--- config.mk ---
export PLATFORM = sky130hd
export DESIGN_NAME = encoder_ctrl_flat
export DESIGN_NICKNAME = d
export VERILOG_FILES = /design/src/rtl/encoder_ctrl_if.sv /design/src/rtl/encoder_ctrl.sv /design/src/flat_wrapper.sv
export SDC_FILE = /design/constraint.sdc
export NUM_CORES = 1
export LEC_CHECK = 0
export ABC_AREA = 1
export CAP_MARGIN = 20
export CORE_AREA = 2 2 98 100
export CTS_CLUSTER_DIAMETER = 150
export DETAILED_ROUTE_END_ITERATION = 8
export DIE_AREA = 0 0 100 102
export HOLD_SLACK_MARGIN = 0.08
export PLACE_DENSITY = 0.78
export SLEW_MARGIN = 20
export SYNTH_ARGS = -nofsm -noshare
export SYNTH_HDL_FRONTEND = slang
export SYNTH_SLANG_ARGS = --single-unit
--- constraint.sdc ---
create_clock -name aclk -period 3.8 [get_ports aclk]
set_input_delay 1.14 -clock aclk [delete_from_list [all_inputs] [get_ports aclk]]
set_output_delay 1.14 -clock aclk [all_outputs]
set_load 0.01 [all_outputs]
--- src/rtl/encoder_ctrl_if.sv ---
// encoder_ctrl_if: AXI-Stream style bundle (data, rate tag, valid/ready, last) used on both
// sides of encoder_ctrl.
interface encoder_ctrl_if #(
    parameter int WIDTH = 24
);
    logic [WIDTH-1:0] tdata;
    logic [3:0]       tuser;
    logic             tvalid;
    logic             tready;
    logic             tlast;

    modport master (output tdata, tuser, tvalid, tlast, input tready);
    modport slave  (input tdata, tuser, tvalid, tlast, output tready);
endinterface

--- src/rtl/encoder_ctrl.sv ---
// encoder_ctrl: emits a SIGNAL word, clears the encoder, then forwards cfg_words DATA words.
// Optional upstream tlast length checking: define ENCODER_CTRL_LEN_CHECK_EN.
module encoder_ctrl #(
    parameter int WIDTH = 24
) (
    input  logic           aclk,
    input  logic           aresetn,
    input  logic [3:0]     cfg_rate,
    input  logic [11:0]    cfg_length,
    input  logic [11:0]    cfg_words,
    input  logic           cfg_valid,
    output logic           cfg_ready,
    encoder_ctrl_if.slave  s_axis,
    encoder_ctrl_if.master m_axis,
    output logic           enc_clear,
    output logic           done,
    output logic           err
);
    localparam logic [3:0] RATE_6M = 4'hD;

    typedef enum logic [1:0] {IDLE, SIG, CLR, DATA} state_t;

    state_t           state;
    logic [3:0]       rate_q;
    logic [11:0]      words_q;
    logic [11:0]      cnt;
    logic [WIDTH-1:0] tdata_q;
    logic [3:0]       tuser_q;
    logic             tvalid_q;
    logic             tlast_q;

    logic [16:0]      sig_low;
    logic [11:0]      cnt_next;
    logic             last_word;
    logic             s_ready;
    logic             s_fire;
    logic             m_fire;

    assign sig_low   = {cfg_length, 1'b0, cfg_rate};
    assign cnt_next  = cnt + 12'd1;
    assign last_word = (cnt_next == words_q);

    // NOTE: ready is combinational on m_axis.tready so the single output register can be
    // refilled in the same cycle it drains; cnt == words_q closes the input after the last word.
    assign s_ready = (state == DATA) && (cnt != words_q) && (!tvalid_q || m_axis.tready);
    assign s_fire  = s_ready && s_axis.tvalid;
    assign m_fire  = tvalid_q && m_axis.tready;

    assign s_axis.tready = s_ready;
    assign m_axis.tdata  = tdata_q;
    assign m_axis.tuser  = tuser_q;
    assign m_axis.tvalid = tvalid_q;
    assign m_axis.tlast  = tlast_q;

    // NOTE: every register here uses non-blocking assignment so all of them sample pre-edge values.
    always_ff @(posedge aclk or negedge aresetn) begin
        if (!aresetn) begin
            state     <= IDLE;
            cfg_ready <= 1'b0;
            rate_q    <= '0;
            words_q   <= '0;
            cnt       <= '0;
            tdata_q   <= '0;
            tuser_q   <= '0;
            tvalid_q  <= 1'b0;
            tlast_q   <= 1'b0;
            enc_clear <= 1'b0;
            done      <= 1'b0;
        end else begin
            enc_clear <= 1'b0;
            done      <= 1'b0;
            case (state)
                IDLE: begin
                    cfg_ready <= 1'b1;
                    if (cfg_valid && cfg_ready) begin
                        rate_q    <= cfg_rate;
                        words_q   <= cfg_words;
                        cnt       <= '0;
                        tdata_q   <= {{(WIDTH-18){1'b0}}, ^sig_low, sig_low};
                        tuser_q   <= RATE_6M;
                        tlast_q   <= 1'b1;
                        tvalid_q  <= 1'b1;
                        cfg_ready <= 1'b0;
                        state     <= SIG;
                    end
                end
                SIG: begin
                    if (m_fire) begin
                        tvalid_q <= 1'b0;
                        tlast_q  <= 1'b0;
                        if (words_q == 12'd0) begin
                            done      <= 1'b1;
                            cfg_ready <= 1'b1;
                            state     <= IDLE;
                        end else begin
                            enc_clear <= 1'b1;
                            state     <= CLR;
                        end
                    end
                end
                CLR: state <= DATA;
                DATA: begin
                    if (s_fire) begin
                        tdata_q  <= s_axis.tdata;
                        tuser_q  <= rate_q;
                        tlast_q  <= last_word;
                        tvalid_q <= 1'b1;
                        cnt      <= cnt_next;
                    end else if (m_fire) begin
                        tvalid_q <= 1'b0;
                        if (tlast_q) begin
                            tlast_q   <= 1'b0;
                            done      <= 1'b1;
                            cfg_ready <= 1'b1;
                            state     <= IDLE;
                        end
                    end
                end
                default: state <= IDLE;
            endcase
        end
    end

`ifdef ENCODER_CTRL_LEN_CHECK_EN
    // Sticky: a tlast disagreement is flagged but forwarding keeps following the count.
    always_ff @(posedge aclk or negedge aresetn) begin
        if (!aresetn) begin
            err <= 1'b0;
        end else if (s_fire && (s_axis.tlast != last_word)) begin
            err <= 1'b1;
        end
    end
`else
    assign err = 1'b0;
`endif
endmodule

--- src/flat_wrapper.sv ---
// flat-port wrapper written by rule: the top's interface ports become plain ports
module encoder_ctrl_flat 
#(
    parameter int WIDTH = 24
)
  (aclk, aresetn, cfg_rate, cfg_length, cfg_words, cfg_valid, cfg_ready, enc_clear, done, err, s_axis_tdata, s_axis_tuser, s_axis_tvalid, s_axis_tlast, s_axis_tready, m_axis_tdata, m_axis_tuser, m_axis_tvalid, m_axis_tlast, m_axis_tready);
  encoder_ctrl_if #(.WIDTH(WIDTH)) s_axis_i ();
  encoder_ctrl_if #(.WIDTH(WIDTH)) m_axis_i ();
  input  logic aclk;
  input  logic aresetn;
  input  logic [3:0] cfg_rate;
  input  logic [11:0] cfg_length;
  input  logic [11:0] cfg_words;
  input  logic cfg_valid;
  output logic cfg_ready;
  output logic enc_clear;
  output logic done;
  output logic err;
  input wire logic [$bits(s_axis_i.tdata)-1:0] s_axis_tdata;
  input wire logic [$bits(s_axis_i.tuser)-1:0] s_axis_tuser;
  input wire logic [$bits(s_axis_i.tvalid)-1:0] s_axis_tvalid;
  input wire logic [$bits(s_axis_i.tlast)-1:0] s_axis_tlast;
  output wire logic [$bits(s_axis_i.tready)-1:0] s_axis_tready;
  output wire logic [$bits(m_axis_i.tdata)-1:0] m_axis_tdata;
  output wire logic [$bits(m_axis_i.tuser)-1:0] m_axis_tuser;
  output wire logic [$bits(m_axis_i.tvalid)-1:0] m_axis_tvalid;
  output wire logic [$bits(m_axis_i.tlast)-1:0] m_axis_tlast;
  input wire logic [$bits(m_axis_i.tready)-1:0] m_axis_tready;
  assign s_axis_i.tdata = s_axis_tdata;
  assign s_axis_i.tuser = s_axis_tuser;
  assign s_axis_i.tvalid = s_axis_tvalid;
  assign s_axis_i.tlast = s_axis_tlast;
  assign s_axis_tready = s_axis_i.tready;
  assign m_axis_tdata = m_axis_i.tdata;
  assign m_axis_tuser = m_axis_i.tuser;
  assign m_axis_tvalid = m_axis_i.tvalid;
  assign m_axis_tlast = m_axis_i.tlast;
  assign m_axis_i.tready = m_axis_tready;
  encoder_ctrl #(.WIDTH(WIDTH)) u_core (.aclk(aclk), .aresetn(aresetn), .cfg_rate(cfg_rate), .cfg_length(cfg_length), .cfg_words(cfg_words), .cfg_valid(cfg_valid), .cfg_ready(cfg_ready), .s_axis(s_axis_i), .m_axis(m_axis_i), .enc_clear(enc_clear), .done(done), .err(err));
endmodule
==> flow_summary.json, run 1 <==
{
  "simple_gate_share_pct": 33.3,
  "cts_made_buffers": 9,
  "met3_usage_pct": 4.79,
  "max-cap-violations": 0,
  "comb-power_w": 0.00155,
  "synth_cells": 497,
  "largest_area_cell": "dfrtp_1",
  "p_clk_share_pct": 16.9,
  "critPathCaptureType": "primary output",
  "crit_type": "input pin to primary output",
  "core_sq_um": 9110,
  "hold_buffers": 0,
  "seq_area_share_pct": 33.4,
  "avgViaCountPerCell": 4.90,
  "path_delay_family": "buffers and inverters",
  "wl_um": 8720,
  "synthAdderAreaFrac_pct": 0.351,
  "relSlewSlack_pct": 61.6,
  "synth.top_cell.area_share_pct": 44.2,
  "nNonClkInverters": 58,
  "pg_seq_w": 0.00111,
  "initCoreUtil_pct": 39.2,
  "num-nonclk-buffers": 96,
  "die_height_um": 102,
  "num-multi-input-gates": 361,
  "drcViolationCount": 0,
  "ys_sh_xor_pct": 4.17,
  "grt_max_degree": 63,
  "outcome": "completed",
  "top_layer": "met4",
  "drt-initial-drc-count": 141,
  "pre_cts_slack_ns": 0.217
}
Figure 1. Close-up of the layout (run 1).
Bar = 5 um. Region (15, 66) to (35, 86) um. Cells in grey, sequential cells in the stronger grey; small squares are vias.
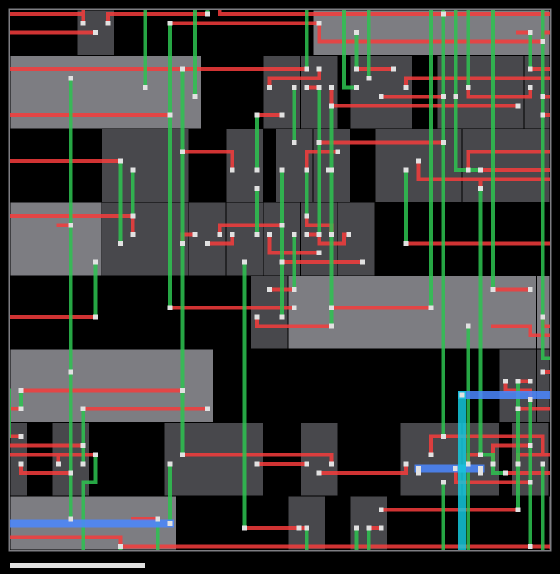
Blue shows met3. Red shows met1. Cyan shows met4. Green shows met2.
Most frequent: nand2_1 (14), dfrtp_1 (5). Netlist names of flops here include u_core.m_axis.tdata (5). Sequential cells in the window: 5. 33 logic cells have their middle in the window.

Figure 2. Track usage over the die (run 1).
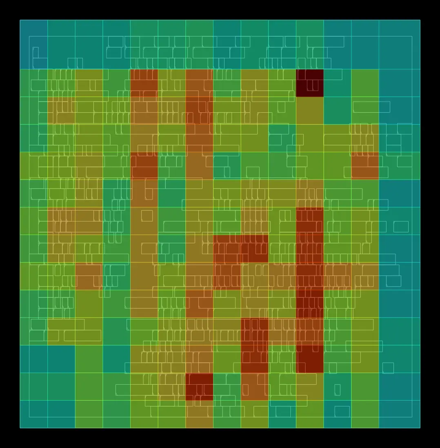
busiest grt layer: met2
met2 Use GR: 32.3%
total track usage: 18.0%

Figure 3. Signal wires on met2 (run 1).
Bar = 20 um.
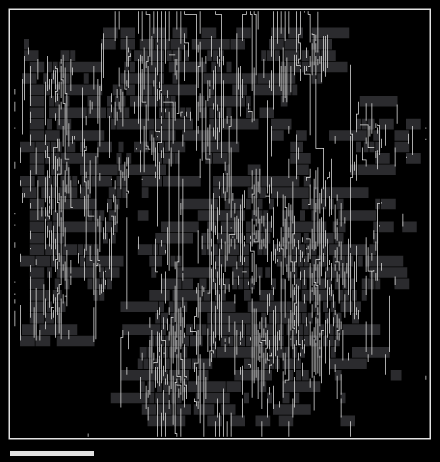
The layer carries 4330 um of wire. 522 nets have wire on it.

==> inputs of run 2 (changes only) <==
- CTS_CLUSTER_DIAMETER: 150 -> default
Figure 4. Signal wires on met3 (run 2).
Bar = 20 um.
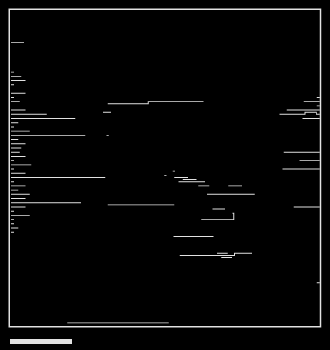
62 nets have wire on it. The wires run mostly horizontal. The longest straight run is 32.4 um.
routed wire length: 8720 um
GR Util met3: 4.79%
detailed-route via count: 3455

==> run 2 against run 1 <==
Compared with the run above:
- register-to-register slack barely moved
- worst setup slack did not move
- wire length did not move
- highest routed layer unchanged
==> flow_summary.json, run 2 <==
{
  "die_height_um": 102,
  "grt_use_total_pct": 18.0,
  "use_met2_pct": 32.3,
  "cts_made_buffers": 9,
  "simple_gate_share_pct": 33.3,
  "num-nonclk-buffers": 96,
  "ys_sh_xor_pct": 4.17,
  "drt-initial-drc-count": 141,
  "grt-busiest-layer": "met2",
  "drcViolationCount": 0,
  "max-cap-violations": 0,
  "async_flop_share_pct": 100,
  "slew_violations": 0,
  "path_delay_family": "buffers and inverters",
  "synth_cells": 497,
  "initCoreUtil_pct": 39.2,
  "grt_max_degree": 63,
  "top_layer": "met4",
  "yosysMostFrequentCell": "nand2_1",
  "avgViaCountPerCell": 4.90,
  "synthAdderAreaFrac_pct": 0.351,
  "relSlewSlack_pct": 61.6,
  "core_sq_um": 9110,
  "largest_area_cell": "dfrtp_1",
  "pre_cts_slack_ns": 0.217,
  "pg_seq_w": 0.00111,
  "outcome": "completed",
  "seq_area_share_pct": 33.4,
  "p_clk_share_pct": 16.9,
  "synth.top_cell.area_share_pct": 44.2,
  "comb-power_w": 0.00155,
  "switching_share_pct": 41.9
}
Figure 5. Track usage over the die (run 2).
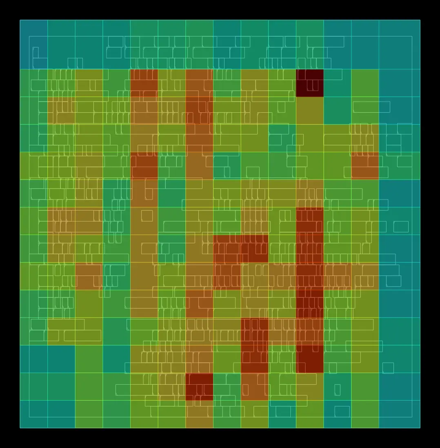
fin util: 51.8%
Wirelength per Cell: 12.4 um

